==> config.mk <==
export PLATFORM = sky130hd
export DESIGN_NAME = mac_sequencer
export DESIGN_NICKNAME = d
export VERILOG_FILES = /design/src/rtl/mac_sequencer.sv
export SDC_FILE = /design/constraint.sdc
export NUM_CORES = 1
export LEC_CHECK = 0
export ABC_AREA = 1
export CAP_MARGIN = 20
export CORE_MARGIN = 2
export CORE_UTILIZATION = 40
export DETAILED_ROUTE_END_ITERATION = 7
export GPL_TIMING_DRIVEN = 0
export PLACE_DENSITY = 0.77
export SLEW_MARGIN = 5
export SYNTH_ARGS = -nofsm -noshare
export SYNTH_HDL_FRONTEND = slang
export SYNTH_SLANG_ARGS = --single-unit
==> constraint.sdc <==
create_clock -name clk -period 3.02 [get_ports clk]
set_input_delay 0.604 -clock clk [delete_from_list [all_inputs] [get_ports clk]]
set_output_delay 0.604 -clock clk [all_outputs]
set_load 0.005 [all_outputs]
==> src/rtl/mac_sequencer.sv <==
// Sequences one MAC job: clear the MAC, stream operand beats, drain the product
// register, capture the accumulator and hold it until the result is accepted.
module mac_sequencer #(
  parameter int LEN_W = 16
) (
  input  logic             clk,
  input  logic             rst,
  input  logic             job_valid,
  output logic             job_ready,
  input  logic [1:0]       job_prec,
  input  logic [LEN_W-1:0] job_len,
  input  logic             op_valid,
  output logic             op_ready,
  input  logic [7:0]       op_act,
  input  logic [7:0]       op_wgt,
  output logic             mac_en,
  output logic             mac_clr,
  output logic [1:0]       mac_prec,
  output logic [7:0]       mac_act,
  output logic [7:0]       mac_wgt,
  input  logic [55:0]      mac_result,
  output logic             res_valid,
  input  logic             res_ready,
  output logic [55:0]      res_data,
  output logic [1:0]       res_prec,
  output logic             res_err,
  output logic             busy
);

  // state | meaning
  // IDLE  | waiting for a job descriptor
  // CLEAR | one-cycle clear of MAC product and accumulator
  // RUN   | accepting operand beats, bubbles allowed
  // DRAIN | zero-operand beat flushes the product register into the accumulator
  // CAPT  | accumulator sampled into the result register
  // DONE  | result presented until accepted
  typedef enum logic [2:0] {
    S_IDLE  = 3'd0,
    S_CLEAR = 3'd1,
    S_RUN   = 3'd2,
    S_DRAIN = 3'd3,
    S_CAPT  = 3'd4,
    S_DONE  = 3'd5
  } state_t;

  state_t           r_state;
  state_t           w_next;
  logic [1:0]       r_prec;
  logic [LEN_W-1:0] r_len;
  logic [LEN_W-1:0] r_cnt;
  logic [55:0]      r_res_data;
  logic [1:0]       r_res_prec;
  logic             r_res_err;

  logic w_job_acc;
  logic w_beat;
  logic w_last;
  logic w_skip;
  logic w_rsvd;

  assign w_job_acc = (r_state == S_IDLE) && job_valid;
  assign w_beat    = (r_state == S_RUN) && op_valid;
  // Count stops one short of len, so the maximum length never overflows the counter.
  assign w_last    = w_beat && (r_cnt == (r_len - LEN_W'(1)));
  assign w_rsvd    = (r_prec == 2'b11);
  assign w_skip    = (r_len == '0) || w_rsvd;

  always_ff @(posedge clk or posedge rst) begin
    if (rst) begin
      r_state    <= S_IDLE;
      r_prec     <= 2'b00;
      r_len      <= '0;
      r_cnt      <= '0;
      r_res_data <= '0;
      r_res_prec <= 2'b00;
      r_res_err  <= 1'b0;
    end else begin
      r_state <= w_next;
      if (w_job_acc) begin
        r_prec <= job_prec;
        r_len  <= job_len;
      end
      if (r_state == S_CLEAR) begin
        r_cnt <= '0;
      end else if (w_beat) begin
        r_cnt <= r_cnt + LEN_W'(1);
      end
      if (r_state == S_CAPT) begin
        r_res_data <= w_rsvd ? 56'd0 : mac_result;
        r_res_prec <= r_prec;
        r_res_err  <= w_rsvd;
      end
    end
  end

  always_comb begin
    w_next = r_state;
    unique case (r_state)
      S_IDLE:  if (job_valid) w_next = S_CLEAR;
      S_CLEAR: w_next = w_skip ? S_DRAIN : S_RUN;
      S_RUN:   if (w_last) w_next = S_DRAIN;
      S_DRAIN: w_next = S_CAPT;
      S_CAPT:  w_next = S_DONE;
      S_DONE:  if (res_ready) w_next = S_IDLE;
      default: w_next = S_IDLE;
    endcase
  end

  always_comb begin
    job_ready = 1'b0;
    op_ready  = 1'b0;
    mac_en    = 1'b0;
    mac_clr   = rst;
    mac_prec  = 2'b00;
    mac_act   = 8'd0;
    mac_wgt   = 8'd0;
    res_valid = 1'b0;
    unique case (r_state)
      S_IDLE:  job_ready = ~rst;
      S_CLEAR: begin
        mac_clr  = 1'b1;
        mac_prec = r_prec;
      end
      S_RUN: begin
        op_ready = 1'b1;
        mac_en   = op_valid;
        mac_act  = op_act;
        mac_wgt  = op_wgt;
        mac_prec = r_prec;
      end
      S_DRAIN: begin
        mac_en   = 1'b1;
        mac_prec = r_prec;
      end
      S_CAPT:  mac_prec = r_prec;
      S_DONE:  res_valid = 1'b1;
      default: job_ready = 1'b0;
    endcase
  end

  assign res_data = r_res_data;
  assign res_prec = r_res_prec;
  assign res_err  = r_res_err;
  assign busy     = (r_state != S_IDLE);

endmodule

Fig. 1: run 1, met3 routing
(4 px per um)
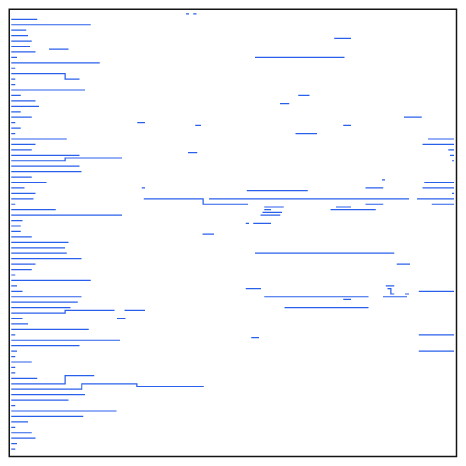
wire length on this layer: 1100 um
share of all routed wire: 8.4%
main direction: horizontal
longest straight run: 49.7 um
nets with wire on the layer: 116

Fig. 2: run 1, sizing map
(3 px per um)
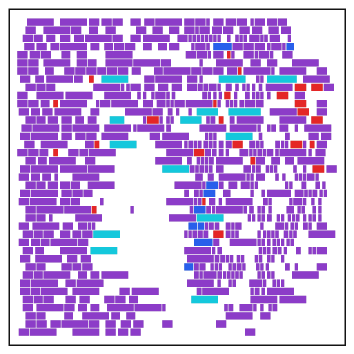
legend:
  _6 and larger:
    colour: cyan
    cells: 14
  _2 cells:
    colour: red
    cells: 25
  _3 and _4 cells:
    colour: blue
    cells: 9
  _0 and _1 cells:
    colour: purple
    cells: 655

Fig. 3: run 1, cells coloured by class
(3 px per um) Fill, decap, tap and diode cells in grey.
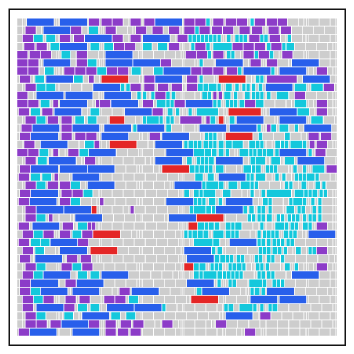
legend:
  flops:
    colour: blue
    cells: 96
    share_of_their_area: 36%
  other buffers and delay cells:
    colour: purple
    cells: 195
    share_of_their_area: 28%
  combinational and other logic:
    colour: cyan
    cells: 397
    share_of_their_area: 32%
  clock drivers and dummy loads:
    colour: red
    cells: 15
    share_of_their_area: 4.4%

==> impl_results.rst, run 1 <==
Flow metrics
------------

.. list-table::
   :header-rows: 1

   * - Metric
     - Value
   * - Logic pwr share
     - 0.446
   * - Total of max-cap violations
     - 0
   * - Top cells by area in the synthesized netlist
     - sky130_fd_sc_hd__dfrtp_1 52%, sky130_fd_sc_hd__a22o_1 11%, sky130_fd_sc_hd__nand2_1 7.3%
   * - Area of the core region
     - 0.0113 sq mm
   * - Buffers and inverters on the worst path
     - 4
   * - Cell breakdown of the critical path
     - inv_2, nand3_4, clkbuf_1, clkbuf_1, nor2_1, clkdlybuf4s50_1
   * - Hold wc startpoint
     - res_prec[1]
   * - P_leak
     - 3.16 nW
   * - Setup WS pre-CTS
     - -281 ps
   * - All-layer global routing usage
     - 0.216
   * - Worst hold slack
     - 479 ps
   * - Cell at the root of the clock tree
     - sky130_fd_sc_hd__clkbuf_16
   * - Count of routing violations after the opening detailed-route iteration
     - 193
   * - Post-synth EDFFs
     - 0
   * - Final Hold Violation Tally
     - 0
   * - Total of flip-flops plus latches after synthesis
     - 96
   * - Post-placement cell area
     - 0.00662 sq mm
   * - Highest achievable clock rate
     - 346 MHz
   * - Proportion of total power due to net switching
     - 0.338
   * - Cell type contributing the most total cell area after synthesis
     - sky130_fd_sc_hd__dfrtp_1
   * - Clock net power
     - approximately 1.1 mW
   * - Routability cong.
     - 0.910
   * - Min-Delay Endpoint
     - res_prec[1]
   * - Total number of nets in the final design
     - ~800
   * - Count of standard-cell rows
     - 39
   * - Req. time, crit path
     - roughly 2400 ps
   * - CP Depth
     - 6
   * - Logic gate fraction of the total cell area
     - 0.275
   * - Overall die height
     - 111 um
   * - Power dissipated by switching net loads
     - 2.03 mW
   * - Crit path arrival time
     - 2280 ps
   * - Total power per unit cell area
     - just under 900 mW/mm^2
   * - Number of levels the H-tree was split into
     - 3
   * - Hold-fix buffers, CTS
     - 0
   * - Minimum period implied by the final worst setup slack
     - 2890 ps
   * - Tally of clock buffers in the finished layout
     - 10
   * - Synthesized area divided by synthesized cell count
     - 9.08 sq um
   * - Number of non-clock inverters in the layout
     - 66
   * - Count of input and output buffers
     - 177
   * - Result of the run
     - completed
   * - Max Fanout on Critical Path
     - 10
   * - Synth Net Count
     - 607
   * - TritonCTS Buffers
     - 9
   * - Area of the chip
     - about 0.012 sq mm
   * - Endpoint of the worst register-to-register path
     - r_cnt[12]
   * - Worst setup path startpoint
     - r_state[0]
   * - Clk cell area share
     - 0.0428
[run 1: metal layers]
metal | vias to the layer above | wire (um) | track usage
met5 | - | 0 | 0
met4 | 0 | 333 | 0.0881
met3 | 29 | 1100 | 0.0702
met2 | 159 | 6400 | 0.366
met1 | 1981 | 5250 | 0.254
li1 | 2060 | - | -
[run 1: kinds of logic after synthesis]
family,after synthesis,share of synthesized area
simple gates,216,0.209
buf+inv,82,0.0685
flops,96,0.520
mux,9,0.0219
fa+ha+maj,3,0.00813
xor+xnor,12,0.0257
compound gates,91,0.146
[run 1: cells in the final DEF (no fill, tap or decap), types with 11 or more instances in the layout]
cell / Yosys / final
sky130_fd_sc_hd__a21oi_1: 19 / 19
sky130_fd_sc_hd__a22o_1: 56 / 56
sky130_fd_sc_hd__nand2_1: 90 / 90
sky130_fd_sc_hd__clkbuf_1: 12 / 11
sky130_fd_sc_hd__o21ai_0: 11 / 11
sky130_fd_sc_hd__dfrtp_1: 96 / 96
sky130_fd_sc_hd__inv_1: 60 / 59
sky130_fd_sc_hd__nand3_1: 17 / 17
sky130_fd_sc_hd__nor2_1: 78 / 77
sky130_fd_sc_hd__clkdlybuf4s50_1: 0 / 176
[run 1: sequential cells by signal, summed over array words and instances (netlist names)]
| name | count |
|---|---|
| res_prec | 2 |
| r_prec | 2 |
| r_cnt | 16 |
| res_err | 1 |
| r_len | 16 |
| res_data | 56 |
| r_state | 3 |
[run 1: through the flow]
| stage | power, mW | setup TNS [ps] | instances |
|---|---|---|---|
| finish | 6.01 | 0 | 846 |
| global route | 6.41 | 0 | 846 |
| CTS | 6.06 | 0 | 847 |
| detailed placement | 4.88 | -281 | 831 |
| global placement | 4.79 | -1450 | 829 |
| floorplan | 3.45 | 0 | 509 |
## Run 2: what changed since run 1
==> constraint.sdc (replaced) <==
create_clock -name clk -period 3.02 [get_ports clk]
set_input_delay 0.604 -clock clk [delete_from_list [all_inputs] [get_ports clk]]
set_output_delay 0.604 -clock clk [all_outputs]
set_load 0.02 [all_outputs]
Fig. 4: run 2, selected gate families
(3 px per um)
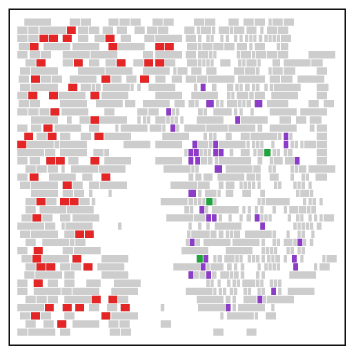
legend:
  inverting AOI/OAI gates:
    colour: purple
    cells: 35
  AND-OR and OR-AND gates:
    colour: red
    cells: 56
  AND and OR gates:
    colour: green
    cells: 3

Fig. 5: run 2, congestion heat map
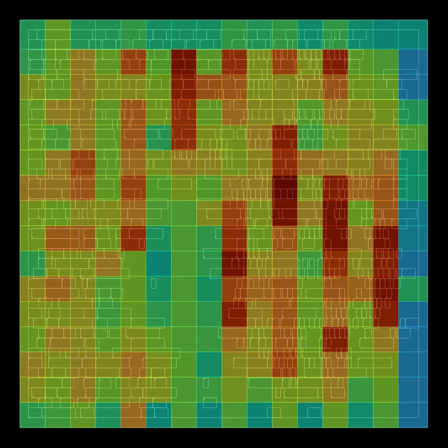
routed len/inst: 15.9 um
Layout Utilization: 0.612

Fig. 6: run 2, sizing map
(3 px per um)
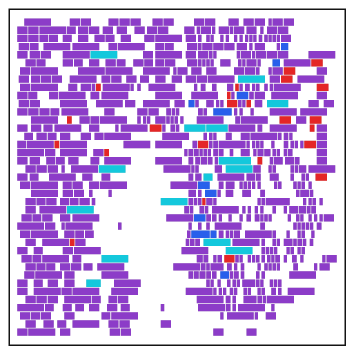
legend:
  _6 and larger:
    colour: cyan
    cells: 15
  _3 and _4 cells:
    colour: blue
    cells: 11
  _2 cells:
    colour: red
    cells: 23
  _0 and _1 cells:
    colour: purple
    cells: 655

==> run 2 against run 1 <==
  * Area after synthesis did not move
  * Clock power barely moved
  * Sequential share of layout area barely moved
  * Setup slack improved by 19 ps
  * Largest power group unchanged
  * Routed wire length rose by 3.1%
==> impl_results.rst, run 2 <==
Flow metrics
------------

.. list-table::
   :header-rows: 1

   * - Metric
     - Value
   * - Routability cong.
     - 0.912 (was 0.910)
   * - Cell type contributing the most total cell area after synthesis
     - sky130_fd_sc_hd__dfrtp_1 (unchanged)
   * - Top cells by area in the synthesized netlist
     - sky130_fd_sc_hd__dfrtp_1 52%, sky130_fd_sc_hd__a22o_1 11%, sky130_fd_sc_hd__nand2_1 7.3% (unchanged)
   * - Total of max-cap violations
     - 0 (unchanged)
   * - Hold wc startpoint
     - res_prec[1] (unchanged)
   * - Count of routing violations after the opening detailed-route iteration
     - 195 (was 193)
   * - Number of levels the H-tree was split into
     - 3 (unchanged)
   * - Synth Net Count
     - 607 (unchanged)
   * - Count of standard-cell rows
     - 39 (unchanged)
   * - Cell at the root of the clock tree
     - sky130_fd_sc_hd__clkbuf_16 (unchanged)
   * - Multiplexer fraction of the synthesized cell area
     - 0.0219 (unchanged)
   * - Total of flip-flops plus latches after synthesis
     - 96 (unchanged)
   * - TritonCTS Buffers
     - 9 (unchanged)
   * - Crit path arrival time
     - 2270 ps (was 2280 ps)
   * - Design Power
     - 6.56 mW (was 6.01 mW)
   * - Post-synthesis xor/xnor area fraction
     - 0.0257 (unchanged)
   * - Final TNS setup
     - 0 ps (unchanged)
   * - Area of the core region
     - 0.0113 sq mm (unchanged)
   * - Max Fanout on Critical Path
     - 35 (was 10)
   * - P_leak
     - 3.16 nW (about the same)
   * - Post-synth EDFFs
     - 0 (unchanged)
   * - Result of the run
     - completed (unchanged)
   * - Overall die height
     - 111 um (unchanged)
   * - Hold-fix buffers, CTS
     - 0 (unchanged)
   * - Area share of fa/ha/maj cells after synthesis
     - 0.00813 (unchanged)
   * - Most frequent logic cells in the routed design
     - 177 x sky130_fd_sc_hd__clkdlybuf4s50_1, 96 x sky130_fd_sc_hd__dfrtp_1, 90 x sky130_fd_sc_hd__nand2_1 (was 176 x sky130_fd_sc_hd__clkdlybuf4s50_1, 96 x sky130_fd_sc_hd__dfrtp_1, 90 x sky130_fd_sc_hd__nand2_1)
   * - Cell breakdown of the critical path
     - clkdlybuf4s50_1, clkinvlp_4, buf_12, nand2_1, clkdlybuf4s50_1 (was inv_2, nand3_4, clkbuf_1, clkbuf_1, nor2_1, clkdlybuf4s50_1)
   * - Endpoint of the worst register-to-register path
     - r_state[0] (was r_cnt[12])
   * - Buffers and inverters on the worst path
     - 4 (unchanged)
   * - Minimum period implied by the final worst setup slack
     - 2870 ps (was 2890 ps)
   * - Worst hold slack
     - 486 ps (was 479 ps)
   * - Synthesized area divided by synthesized cell count
     - 9.08 sq um (unchanged)
==> run 2: cell count changes in the layout (fill, tap and decap cells not counted), sizes merged <==
| cell | previous run | this run |
|---|---|---|
| clkinv | 4 | 2 |
| buf | 7 | 8 |
| clkbuf | 21 | 22 |
| clkdlybuf4s50 | 176 | 177 |
| dlygate4sd2 | 1 | 0 |
| inv | 64 | 65 |
==> run 2: power breakdown <==
group,switching [mW],internal [mW]
logic,1.68,1.54
clock network,0.487,0.663
registers,0.396,1.79
==> run 2: repair_timing <==
item                                    4_1_cts  5_1_grt
gates resized                                 1        5
cloned                                        1        0
endpoints found under the setup margin        3       11
buffers inserted                              1        0
hold endpoints to repair                      0        0
==> run 2: cell type report <==
class,instances,share of cell area
repair inverters,1,0.000722
well taps,143,0.0258
inverters,65,0.0365
clock inverters,4,0.00758
flip-flops and latches,96,0.347
plain buffers,16,0.00975
clock buffers,11,0.0350
multi-input cells,331,0.275
repair buffers,180,0.263
==> run 2: stage by stage <==
stage	area, sq um	instances
floorplan	4620	509
global placement	6570	829
detailed placement	6610	831
CTS	6920	847
global route	6930	847
finish	6930	847
==> run 2: routing by layer <==
layer	track usage	up-vias	share of wire
li1	-	2062	-
met1	0.254	2081	0.41
met2	0.381	142	0.50
met3	0.0806	25	0.073
met4	0.0782	0	0.024
met5	0	-	0
==> run 2: worst max path at each step <==
stage	startpoint	to	slack, ps	cells past startpoint
floorplan	rst	mac_clr	-50	2
global placement	rst	mac_clr	-1500	4
detailed placement	rst	mac_clr	-370	5
CTS	r_state[1]	mac_act[4]	50	5
global route	r_state[1]	mac_prec[0]	60	8
finish	rst	mac_clr	150	5
## Run 3: what changed since run 2
Settings changed: CORE_UTILIZATION 40 to 44, PLACE_DENSITY 0.77 to 0.8.
Clock period 3.02 ns to 3.2 ns, I/O delays scaled along.
Fig. 7: run 3, cells coloured by class
(4 px per um) Fill, decap, tap and diode cells in grey.
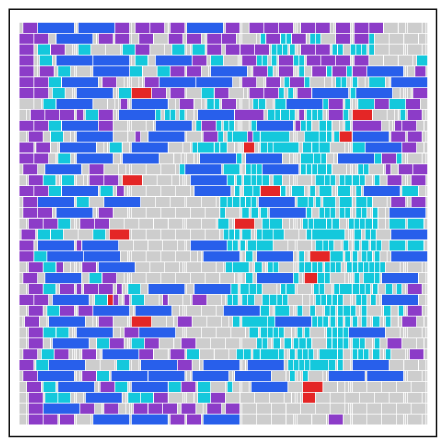
final non-filler cell area: 0.00677 sq mm
Layout Utilization: 0.659

Fig. 8: run 3, congestion heat map
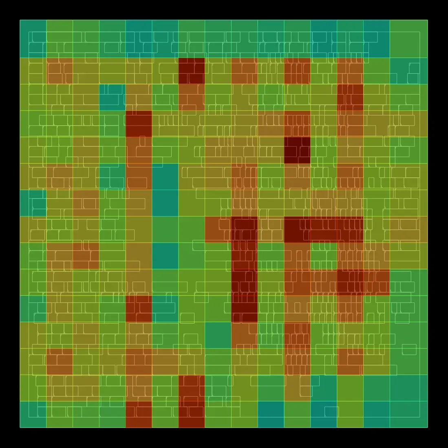
global-route layer with the greatest usage: met2
met1 demand-to-capacity share in global routing: 0.274

Fig. 9: run 3, selected gate families
(4 px per um)
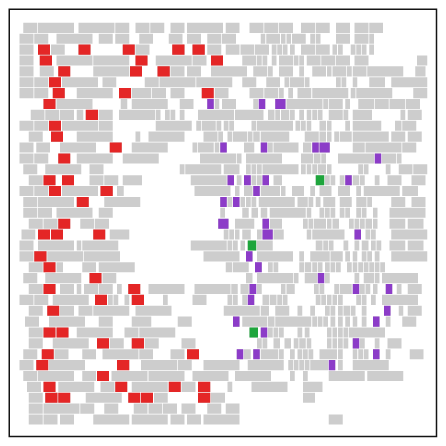
legend:
  AND and OR gates:
    colour: green
    cells: 3
  inverting AOI/OAI gates:
    colour: purple
    cells: 35
  AND-OR and OR-AND gates:
    colour: red
    cells: 56

==> run 3 against run 2 <==
  * Routed wire length is 7.7% lower
  * Register-to-register slack better by 220 ps
  * First-iteration DRC count down 8.7%
  * Synthesized cell count is the same
  * Clock skew increased by 4.1 ps
  * Setup slack improved by 59 ps
  * Flip-flop count unchanged
  * Global-route usage grew 0.59 points
  * Critical path type is now flip-flop to output pin
  * Critical endpoint is now mac_act[2]
==> impl_results.rst, run 3 <==
Flow metrics
------------

.. list-table::
   :header-rows: 1

   * - Metric
     - Value
   * - Routability cong.
     - 0.894 (was 0.912)
   * - Crit path arrival time
     - 2350 ps (was 2270 ps)
   * - Final Hold Violation Tally
     - 0 (unchanged)
   * - Count of input and output buffers
     - 177 (unchanged)
   * - Wire length on met1
     - 5200 um (was 5480 um)
   * - Req. time, crit path
     - 2560 ps (was 2420 ps)
   * - Result of the run
     - completed (unchanged)
   * - Setup WS pre-CTS
     - -66.6 ps (was -373 ps)
   * - Top cell excl fill/tap
     - sky130_fd_sc_hd__clkdlybuf4s50_1 (unchanged)
   * - Buffers and inverters on the worst path
     - 3 (was 4)
   * - DP Cell Count
     - 824 (was 831)
   * - Dominant combinational cell family by area after synthesis
     - simple AND/OR/NAND/NOR gates (unchanged)
   * - Post-synthesis compound-gate area fraction
     - 0.146 (unchanged)
   * - CP Depth
     - 5 (unchanged)
   * - All-layer global routing usage
     - 0.227 (was 0.221)
   * - Area of the chip
     - 0.0113 sq mm (was 0.0124 sq mm)
   * - Max reg flops
     - 56 (unchanged)
   * - Cell type contributing the most total cell area after synthesis
     - sky130_fd_sc_hd__dfrtp_1 (unchanged)
   * - Total of max-cap violations
     - 0 (unchanged)
   * - Number of levels the H-tree was split into
     - 3 (unchanged)
   * - Global Route met2 Usage
     - 0.375 (was 0.381)
   * - TritonCTS Buffers
     - 9 (unchanged)
   * - Max Fanout on Critical Path
     - 10 (was 35)
   * - GR Layer Usage met3
     - 0.0711 (was 0.0806)
   * - Top cells by area in the synthesized netlist
     - sky130_fd_sc_hd__dfrtp_1 52%, sky130_fd_sc_hd__a22o_1 11%, sky130_fd_sc_hd__nand2_1 7.3% (unchanged)
   * - Highest achievable clock rate
     - 334 MHz
   * - Synthesized area divided by synthesized cell count
     - 9.08 sq um (unchanged)
   * - Basic-gate share of the synthesized area counting and, or, nand and nor cells
     - 0.209 (unchanged)
   * - Total power per unit cell area
     - 850 mW/mm^2 (was 946 mW/mm^2)
   * - P_leak
     - 3.09 nW (was 3.16 nW)
   * - Post-synth EDFFs
     - 0 (unchanged)
   * - Area of the core region
     - 0.0103 sq mm (was 0.0113 sq mm)
   * - Highest metal layer with signal wires
     - met4 (unchanged)
   * - Overall die height
     - 106 um (was 111 um)
   * - Count of standard-cell rows
     - 37 (was 39)
   * - CTS resizes
     - 1 (unchanged)
   * - Met2 wire len
     - 5990 um (was 6690 um)
   * - Total of flip-flops plus latches after synthesis
     - 96 (unchanged)
[run 3: cell types whose count changed in the layout (fill, tap and decap cells not counted), sizes merged]
| cell | previous run | this run |
|---|---|---|
| bufinv | 1 | 0 |
| clkbuf | 22 | 21 |
| clkinv | 2 | 3 |
| inv | 65 | 64 |
[run 3: per-stage QoR]
| stage | power, mW | utilization | hold slack [ps] | TNS (ps) |
|---|---|---|---|---|
| after global routing | 6.12 | 0.659 | 509 | 0 |
| final | 5.76 | 0.659 | 487 | 0 |
| after global placement | 5.00 | 0.639 | 458 | -1370 |
| after floorplan | 3.74 | - | 487 | 0 |
| after CTS | 5.81 | 0.659 | 489 | 0 |
| after detailed placement | 5.07 | 0.643 | 468 | -66.6 |
[run 3: final timing paths]
kind / start / end
max in group asynchronous: rst / res_data[20]
worst max register to register: r_cnt[0] / r_cnt[12]
worst min register to register: res_prec[1] / res_prec[1]
worst max-delay path: r_state[1] / mac_act[2]
min in group asynchronous: rst / r_state[2]
worst min-delay path: res_prec[1] / res_prec[1]
[run 3: where the power goes]
part	leakage [nW]	internal [mW]	switching, mW
registers	1.21	1.69	0.366
clock network	0.0784	0.278	0.420
logic	1.80	1.45	1.56
[run 3: layout make-up]
type | count | share of cell area
multi-input cells | 331 | 0.281
clock buffers | 10 | 0.0188
repair buffers | 180 | 0.269
well taps | 136 | 0.0251
plain buffers | 16 | 0.00979
inverters | 65 | 0.0369
clock inverters | 4 | 0.00499
flip-flops and latches | 96 | 0.355
[run 3: cell families after synthesis]
| logic type | after synthesis |
|---|---|
| and+or+nand+nor | 216 |
| DFF | 96 |
| AOI/OAI and AO/OA | 91 |
| buffers and inverters | 82 |
| xor gates and xnor gates | 12 |
| muxes | 9 |
| adders and majority gates | 3 |
No activity file was given, so power comes from the tool's default toggle rates.
